<file path="config.mk">
export PLATFORM = sky130hd
export DESIGN_NAME = sync_fifo_drain_ctrl
export DESIGN_NICKNAME = d
export VERILOG_FILES = /design/src/rtl/sync_fifo_drain_ctrl.sv
export SDC_FILE = /design/constraint.sdc
export NUM_CORES = 1
export LEC_CHECK = 0
export ABC_AREA = 1
export CAP_MARGIN = 20
export CELL_PAD_IN_SITES_DETAIL_PLACEMENT = 1
export CELL_PAD_IN_SITES_GLOBAL_PLACEMENT = 2
export CORE_ASPECT_RATIO = 0.5
export CORE_MARGIN = 5
export CORE_UTILIZATION = 31
export DETAILED_ROUTE_END_ITERATION = 6
export GPL_TIMING_DRIVEN = 0
export PLACE_DENSITY = 0.83
export SYNTH_ARGS = -nofsm -noshare
export SYNTH_HDL_FRONTEND = slang
export SYNTH_SLANG_ARGS = --single-unit
</file>
<file path="constraint.sdc">
create_clock -name clk -period 5.05 [get_ports clk]
set_input_delay 1.515 -clock clk [delete_from_list [all_inputs] [get_ports clk]]
set_output_delay 1.515 -clock clk [all_outputs]
set_load 0.02 [all_outputs]
</file>
<file path="src/rtl/sync_fifo_drain_ctrl.sv">
// Read-side drain controller for a synchronous FIFO with one-cycle registered read data.
//
// Pops words from the upstream FIFO and holds them in a 2-entry skid buffer. The buffer
// absorbs the FIFO read latency, so the sink can stall without losing data. Words leave
// the block on a valid/ready stream. Each word carries a frame delimiter (out_last), and
// the block keeps word-in-frame and completed-frame counters.
//
// Ports:
//   clk            rising-edge clock, single domain
//   rst_           asynchronous reset, active low
//   en             1 = fetch from FIFO, 0 = stop fetching and drain what is buffered
//   fifo_empty     upstream FIFO empty flag
//   fifo_data_out  upstream read data, valid the cycle after fifo_read
//   fifo_read      pop request to the FIFO (combinational)
//   out_valid      out_data / out_last valid
//   out_ready      sink accepts the head word when out_valid && out_ready
//   out_data       head of the skid buffer
//   out_last       head word is the last word of a frame
//   word_cnt       position of the head word in the current frame
//   frame_cnt      completed frames, wraps
//   busy           controller is not idle
module sync_fifo_drain_ctrl #(
  parameter int unsigned DATA_WIDTH = 16,
  parameter int unsigned FRAME_LEN  = 16,
  parameter int unsigned CNT_WIDTH  = 8
) (
  input  logic                  clk,
  input  logic                  rst_,
  input  logic                  en,
  input  logic                  fifo_empty,
  input  logic [DATA_WIDTH-1:0] fifo_data_out,
  output logic                  fifo_read,
  output logic                  out_valid,
  input  logic                  out_ready,
  output logic [DATA_WIDTH-1:0] out_data,
  output logic                  out_last,
  output logic [CNT_WIDTH-1:0]  word_cnt,
  output logic [CNT_WIDTH-1:0]  frame_cnt,
  output logic                  busy
);

  localparam logic [CNT_WIDTH-1:0] LastIdx = CNT_WIDTH'(FRAME_LEN - 1);

  typedef enum logic [1:0] {
    StIdle,
    StFetch,
    StDrain
  } state_e;

  state_e                state_q;
  logic                  busy_q;

  // Skid buffer: buf0 is always the head, buf1 the second entry.
  logic [DATA_WIDTH-1:0] buf0_q, buf0_d;
  logic [DATA_WIDTH-1:0] buf1_q, buf1_d;
  logic [1:0]            count_q, count_d;
  logic                  inflight_q;

  logic [CNT_WIDTH-1:0]  word_cnt_q;
  logic [CNT_WIDTH-1:0]  frame_cnt_q;

  logic                  pop;
  logic                  at_last;
  logic [2:0]            occ_after;
  logic                  drained;

  assign out_valid = (count_q != 2'd0);
  assign out_data  = buf0_q;
  assign pop       = out_valid && out_ready;
  assign at_last   = (word_cnt_q == LastIdx);
  assign out_last  = out_valid && at_last;
  assign word_cnt  = word_cnt_q;
  assign frame_cnt = frame_cnt_q;
  assign busy      = busy_q;

  // Slots committed after this edge: buffered words plus the word in flight, minus the
  // word leaving now. A new read is allowed only if its data will still have a slot.
  assign occ_after = 3'(count_q) + 3'(inflight_q) - 3'(pop);

  // Gated by rst_ so no pop request escapes while reset is held.
  assign fifo_read = rst_ && en && !fifo_empty && (occ_after < 3'd2);

  // Buffer next state. Write-without-pop into a full buffer cannot occur because
  // fifo_read reserves the slot a cycle ahead; it is ignored defensively.
  always_comb begin
    buf0_d  = buf0_q;
    buf1_d  = buf1_q;
    count_d = count_q;
    case ({inflight_q, pop})
      2'b10: begin
        if (count_q == 2'd0) begin
          buf0_d  = fifo_data_out;
          count_d = 2'd1;
        end else if (count_q == 2'd1) begin
          buf1_d  = fifo_data_out;
          count_d = 2'd2;
        end
      end
      2'b01: begin
        buf0_d  = buf1_q;
        count_d = count_q - 2'd1;
      end
      2'b11: begin
        if (count_q == 2'd1) begin
          buf0_d = fifo_data_out;
        end else begin
          buf0_d = buf1_q;
          buf1_d = fifo_data_out;
        end
      end
      default: ;
    endcase
  end

  // Nothing buffered and nothing arriving after this edge.
  assign drained = (count_d == 2'd0) && !fifo_read;

  always_ff @(posedge clk or negedge rst_) begin
    if (!rst_) begin
      buf0_q     <= '0;
      buf1_q     <= '0;
      count_q    <= 2'd0;
      inflight_q <= 1'b0;
    end else begin
      buf0_q     <= buf0_d;
      buf1_q     <= buf1_d;
      count_q    <= count_d;
      inflight_q <= fifo_read;
    end
  end

  // Frame position follows accepted words only; en gaps never clear it.
  always_ff @(posedge clk or negedge rst_) begin
    if (!rst_) begin
      word_cnt_q  <= '0;
      frame_cnt_q <= '0;
    end else if (pop) begin
      if (at_last) begin
        word_cnt_q  <= '0;
        frame_cnt_q <= frame_cnt_q + CNT_WIDTH'(1);
      end else begin
        word_cnt_q  <= word_cnt_q + CNT_WIDTH'(1);
      end
    end
  end

  // Control FSM. DRAIN leaves for IDLE on the edge that empties the buffer, so busy
  // drops in the cycle after the final pop.
  always_ff @(posedge clk or negedge rst_) begin
    if (!rst_) begin
      state_q <= StIdle;
      busy_q  <= 1'b0;
    end else begin
      case (state_q)
        StIdle: begin
          if (en) begin
            state_q <= StFetch;
            busy_q  <= 1'b1;
          end
        end
        StFetch: begin
          if (!en) begin
            state_q <= StDrain;
          end
        end
        StDrain: begin
          if (en) begin
            state_q <= StFetch;
          end else if (drained) begin
            state_q <= StIdle;
            busy_q  <= 1'b0;
          end
        end
        default: begin
          state_q <= StIdle;
          busy_q  <= 1'b0;
        end
      endcase
    end
  end

endmodule

</file>
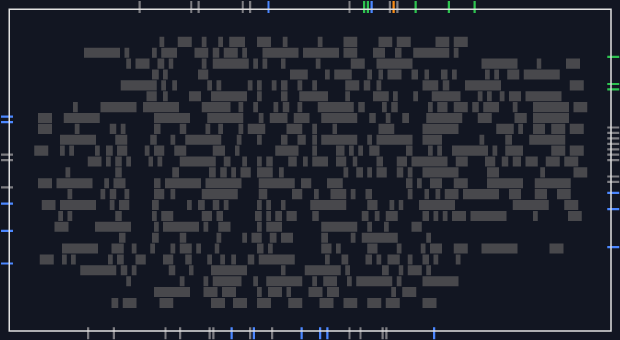
(pin placement)
(4 px per um) Pins as bars across the die edge, other pins in gray.
color	port	pins	direction	edge
orange	`out_valid`	1	output	top
green	`word_cnt`	8	output	5 top, 3 right
blue	`out_data`	16	output	6 bottom, 5 left, 3 right, 2 top
all pins by edge	18 bottom, 16 top, 15 right, 8 left

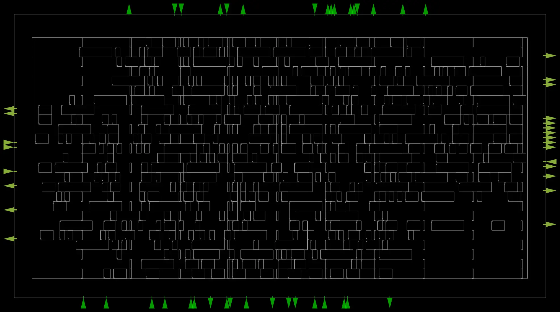
(placement view)
final cell count without fillers: 563
Tap Count: 135
core area: 0.00951 mm^2

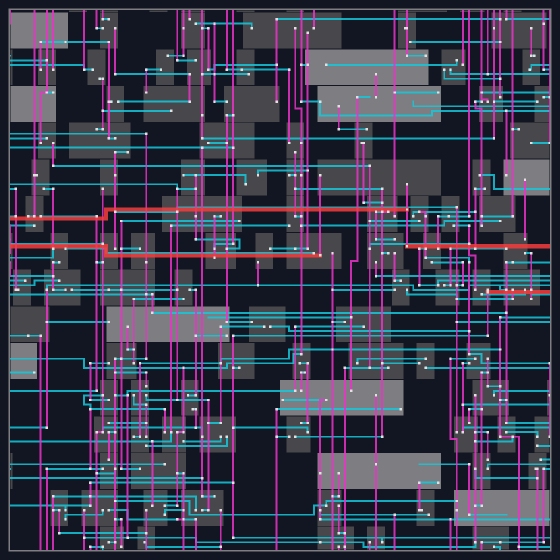
(a small window of the routed layout)
Region (55, 20) to (95, 60) um. Cells in gray, sequential cells in the stronger gray; small squares are vias.
color	layer
magenta	met2
red	met3
cyan	met1
sequential cells in the window	6
netlist names of flops here include	`buf1_q` (3), `out_data` (2)
most frequent	nand2_1 (18), inv_1 (16), o21ai_0 (9)
cells with their middle in the window	94

==> reports/results.txt <==
Placed Instance Area - 0.00379 mm^2
Fmax - 206 MHz
Worst Setup EP - fifo_read
DRT antenna net count - 0
Status - finished, final reports clean
Reg power frac - 0.335
Final WS setup - 200 ps
XOR Share, Synth - 0.0317
DR vias/cell - 4.76
Top cells, area - dfrtp_1, nand2_1, inv_1
Top Consumer - combinational cells
Num CTS Buffers - 5
# Cells Yosys - 362
Reg2reg path depth - 16
WL/cell - 14.8 um
WL met1 - 4.25 mm
Die Y - 80.0 um
CTS clk-pin slew, worst paths - 70 ps
Critical path buffers and inverters - 4
Clock Power - 0.000355 W
Reg2Reg Setup Slack - 2390 ps
Number of max-cap violations - 0
Seq. pwr - 0.000720 W
Mux cell area share - 0.0239
Area grow syn2layout - 29.9%
Setup crit end kind - output port
P_sw - 0.000904 W
Max Transition Viols Final - 0
Most numerous logic cell after layout - nand2_1
# DRC - 0
Vias post-DR - 2680
Largest net degree at the start of global routing - 33
Cells after DPL - 554
P_leak - 1.88 nW
Largest type area fraction - 0.444
WP depth - 11
Crit Path Class - in2out
Routability congestion estimate - 0.724
Ys flops - 54
Worst path arrival time - 3340 ps
Routed wire length - 8.34 mm
Initial antenna violation count - 0
Total gr overflow - 0
Switch share - 0.421
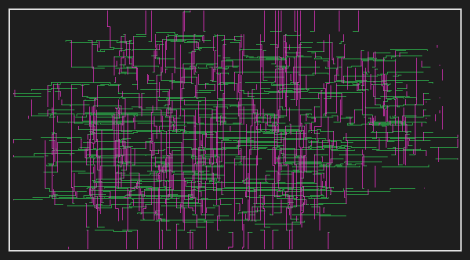
(wiring by layer)
(3 px per um) Only two layers are drawn.
color	layer	wire length
magenta	met2	3760 um
green	met1	4250 um

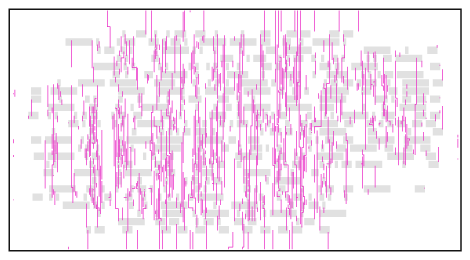
(metal 2)
(3 px per um)
longest straight run	34.0 um
nets with wire on the layer	393
main direction	vertical
share of all routed wire	45%

==> state kept, by name (all words and copies together) (netlist names) <==
signal      flops
out_data       16
state_q         2
count_q         2
inflight_q      1
frame_cnt       8
word_cnt        8
busy            1
buf1_q         16
==> cell type report <==
class | count | area [um^2]
clock inverters | 1 | 5.00
flip-flops and latches | 54 | 1350
repair buffers | 59 | 587
fillers | 1170 | 5560
multi-input cells | 230 | 1350
clock buffers | 7 | 143
well taps | 135 | 169
plain buffers | 15 | 110
inverters | 62 | 235
==> routing by layer <==
metal	GRT usage	up-vias
li1	-	1320
met1	0.201	1323
met2	0.240	35
met3	0.0335	2
met4	0.0246	0
met5	0	-
==> what timing repair did <==
action	4_1_cts	5_1_grt
pin swaps	1	0
resized	7	2
buffers inserted	2	0
setup endpoints to repair	1	1
No activity file was given, so power comes from the tool's default toggle rates.
